--- config.mk ---
export PLATFORM = sky130hd
export DESIGN_NAME = ram_port_arbiter
export DESIGN_NICKNAME = d
export VERILOG_FILES = /design/src/rtl/ram_port_arbiter_pkg.sv /design/src/rtl/ram_port_arbiter_wait_ctr.sv /design/src/rtl/ram_port_arbiter.sv
export SDC_FILE = /design/constraint.sdc
export NUM_CORES = 1
export LEC_CHECK = 0
export ABC_CLOCK_PERIOD_IN_PS = 1200
export CAP_MARGIN = 0
export CORE_ASPECT_RATIO = 1.2
export CORE_MARGIN = 5
export CORE_UTILIZATION = 22
export CTS_BUF_LIST = sky130_fd_sc_hd__clkbuf_4
export DETAILED_ROUTE_END_ITERATION = 16
export PLACE_DENSITY_LB_ADDON = 0.25
export SLEW_MARGIN = 30
export SYNTH_ARGS = -nofsm -noshare
export SYNTH_HDL_FRONTEND = slang
export SYNTH_SLANG_ARGS = --single-unit
--- constraint.sdc ---
create_clock -name clk -period 1.2 [get_ports clk]
set_input_delay 0.24 -clock clk [delete_from_list [all_inputs] [get_ports clk]]
set_output_delay 0.24 -clock clk [all_outputs]
set_load 0.1 [all_outputs]
--- src/rtl/ram_port_arbiter_pkg.sv ---
// ram_port_arbiter_pkg: shared state encoding and default widths for the RAM port arbiter
package ram_port_arbiter_pkg;
    typedef enum logic {
        ST_IDLE = 1'b0,
        ST_DBG  = 1'b1
    } arb_state_t;
    localparam int DEF_AW = 16;
    localparam int DEF_DW = 16;
endpackage

--- src/rtl/ram_port_arbiter_wait_ctr.sv ---
// arb_wait_ctr: saturating up-counter with clear and a flag for the step that reaches LIMIT
module arb_wait_ctr #(
    parameter int LIMIT = 8
) (
    input  logic clk,
    input  logic reset_n,
    input  logic inc,
    input  logic clr,
    output logic hit
);
    localparam int W = $clog2(LIMIT + 1);
    localparam logic [W-1:0] TOP = W'(LIMIT);
    logic [W-1:0] cnt;
    assign hit = inc && cnt >= TOP - W'(1);
    // count up to LIMIT and stay there; clear wins over increment
    always_ff @(posedge clk or negedge reset_n) begin
        if (!reset_n)
            cnt <= '0;
        else if (clr)
            cnt <= '0;
        else if (inc && cnt != TOP)
            cnt <= cnt + W'(1);
    end
endmodule

--- src/rtl/ram_port_arbiter.sv ---
// ram_port_arbiter: core-priority sharing of one data RAM with a debug port and starvation-forced debug bursts
module ram_port_arbiter
    import ram_port_arbiter_pkg::*;
#(
    parameter int AW           = DEF_AW,
    parameter int DW           = DEF_DW,
    parameter int STARVE_LIMIT = 8,
    parameter int MAX_BURST    = 4
) (
    input  logic          clk,
    input  logic          reset_n,
    input  logic          arb_en,
    input  logic          core_req,
    input  logic          core_wen,
    input  logic [AW-1:0] core_addr,
    input  logic [DW-1:0] core_wdata,
    output logic [DW-1:0] core_rdata,
    output logic          core_stall,
    input  logic          dbg_req,
    input  logic          dbg_wen,
    input  logic [AW-1:0] dbg_addr,
    input  logic [DW-1:0] dbg_wdata,
    output logic          dbg_gnt,
    output logic          dbg_rvalid,
    output logic [DW-1:0] dbg_rdata,
    output logic          ram_cen,
    output logic          ram_wen,
    output logic [AW-1:0] ram_addr,
    output logic [DW-1:0] ram_data,
    input  logic [DW-1:0] ram_out
);
    arb_state_t state, state_nx;
    logic en, core_acc, dbg_acc, wait_inc, wait_hit, burst_inc, burst_hit, dbg_rd_q;

    // outputs are held quiet while reset is asserted, not just after the flops clear
    assign en        = arb_en && reset_n;
    assign core_acc  = en && state == ST_IDLE && core_req;
    assign dbg_acc   = en && dbg_req && (state == ST_DBG || !core_req);
    assign wait_inc  = en && state == ST_IDLE && dbg_req && !dbg_acc;
    assign burst_inc = state == ST_DBG && dbg_acc;

    assign dbg_gnt    = dbg_acc;
    assign core_stall = reset_n && core_req && !core_acc;
    assign ram_cen    = core_acc || dbg_acc;
    assign dbg_rvalid = dbg_rd_q;
    assign dbg_rdata  = ram_out;
    assign core_rdata = ram_out;

    arb_wait_ctr #(.LIMIT(STARVE_LIMIT)) u_wait_cnt (
        .clk(clk), .reset_n(reset_n), .inc(wait_inc), .clr(!wait_inc), .hit(wait_hit)
    );
    arb_wait_ctr #(.LIMIT(MAX_BURST)) u_burst_cnt (
        .clk(clk), .reset_n(reset_n), .inc(burst_inc), .clr(!burst_inc), .hit(burst_hit)
    );

    // owner state register
    always_ff @(posedge clk or negedge reset_n) begin
        if (!reset_n)
            state <= ST_IDLE;
        else
            state <= state_nx;
    end

    // next owner and RAM mux from whoever is accessing this cycle
    always_comb begin
        state_nx = !en ? ST_IDLE
                 : state == ST_IDLE ? (wait_hit ? ST_DBG : ST_IDLE)
                 : (!dbg_req || burst_hit) ? ST_IDLE : ST_DBG;
        ram_wen  = core_acc ? core_wen : dbg_acc && dbg_wen;
        ram_addr = core_acc ? core_addr : dbg_acc ? dbg_addr : '0;
        ram_data = core_acc ? core_wdata : dbg_acc ? dbg_wdata : '0;
    end

    // remember an accepted debug read so its data is flagged on the next cycle
    always_ff @(posedge clk or negedge reset_n) begin
        if (!reset_n)
            dbg_rd_q <= 1'b0;
        else
            dbg_rd_q <= dbg_acc && !dbg_wen;
    end
endmodule

==> summary.txt <==
Implementation results

The number of setup buffers added after CTS is 6. The tightest min-delay check is of the input port to asynchronous set/reset pin type. The startpoint of the worst register-to-register path is state$_DFF_PN0_.

The register bit count reported by yosys is 9. The sequential cell power is just over 0.3 mW. The dominant power group in this design is combinational logic. The largest registers in the layout are u_wait_cnt.cnt (4), u_burst_cnt.cnt (3). The post-synth tally of flip-flops with integrated enable is 0. The checks that failed: setup timing. The buffer levels on the longest clock path is 2. The met3 track demand over resource is between 5 and 6%. Combinational cells account for 65.6% of the total power. Summing all non-filler instances in the final layout gives an area of ~0.0028 sq mm.

The area fraction of clock buffers and clock inverters is 1.05%. The detailed router used layers up to and including met4. Combinational power for this build is ~1.1 mW. The final cell count without fillers is approximately 280. Per the area breakdown, the dominant cell category is buffers.

The pin closest to its max-slew limit shows a slew of between 0.2 and 0.25 ns. After synthesis, the mean cell area works out to 8.72 sq um. In this run the remaining antenna-violating nets after routing total 0. Entering global routing, the biggest net connects 25 pins. Endpoints with negative setup slack in the final report add up to 37.

The count of buffers from port buffering is approximately 110. The reported leakage power is 1.26 nW. The endpoint required time on the critical path is about 0.96 ns. The floorplan step records an initial core utilization of between 20% and 30%. The most numerous cell in the Yosys netlist is sky130_fd_sc_hd__buf_4. The path depth of the worst reg2reg path is 4. Traced cell by cell, the critical path runs through and4b_2 > buf_12 > a22o_4 > buf_12. The proportion of netlist area held by the largest area contributor is a little over a quarter. The final critical-path setup slack is -0.641 ns.

The flow ran to the end, but the final reports show violations. The skew report gives the latency at the later pin of the worst-skew pair as ~0.26 ns.
==> logic make-up (layout without fill, tap and decap cells) <==
group	count (synthesis)	after routing	share of synthesized area, %
xor+xnor	3	3	2.39
simple gates	22	22	10.6
flops	9	9	20.5
compound gates	40	40	29.7
mux	2	2	1.82
fa+ha+maj	5	5	5.69
buf+inv	45	134	29.3
==> how the worst max path moves through the flow <==
stage                   endpoint  depth (start not counted)  slack [ns]
floorplan           ram_addr[10]                          4       -0.27
global placement    ram_addr[13]                          6       -0.74
detailed placement  ram_addr[13]                          6       -0.76
CTS                 ram_data[13]                          4       -0.65
global route        ram_data[15]                          4       -0.70
finish              ram_data[15]                          4       -0.64
==> images/clocks.png <==
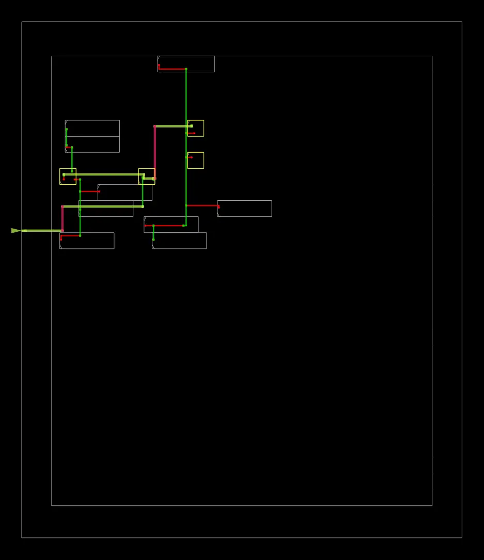
clkbuf count: 4
clock skew after layout: 0.0113 ns
TritonCTS sink count: 9
clock group total power: 0.254 mW
FF+latch count: 9

==> images/wires.png <==
(4 px per um)
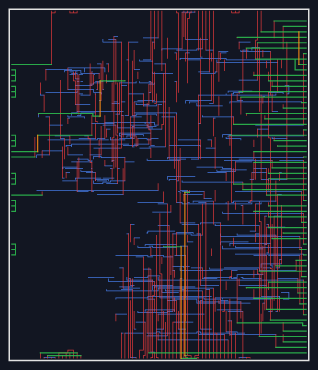
metal 1 -> blue  # wire length 1,660 um
metal 4 -> orange  # wire length 89.8 um
metal 2 -> red  # wire length 2,340 um
metal 3 -> green  # wire length 696 um
number of vias in the routed layout: 1,256
total track usage: 13.8%
routed wire length per instance: 17.4 um
post-detailed-routing wire length: 4790 um

==> images/flops_by_reg.png <==
(3 px per um)
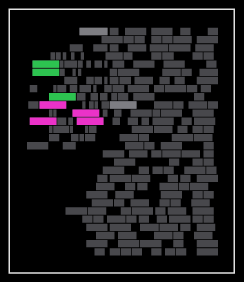
u_wait_cnt.cnt -> magenta  # flops 4, where middle left
u_burst_cnt.cnt -> green  # flops 3
not colored = 2

==> images/io_fan.png <==
(6 px per um)
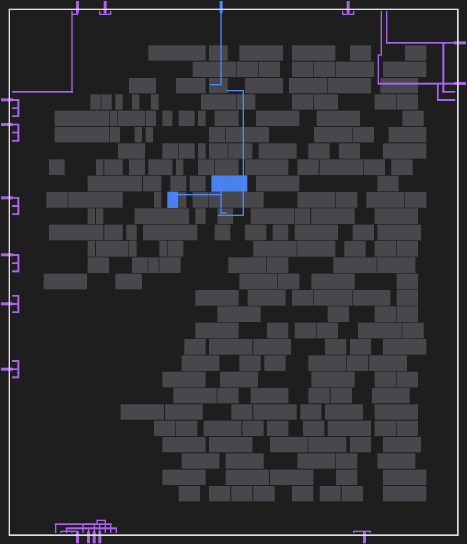
dbg_rdata -> purple  # direction output, edge 6 left, 5 bottom, 3 top, 2 right, end cells 0, wire 160 um
dbg_req -> blue  # direction input, edge top, end cells 3, wire 57.9 um

No activity file was given, so power comes from the tool's default toggle rates.
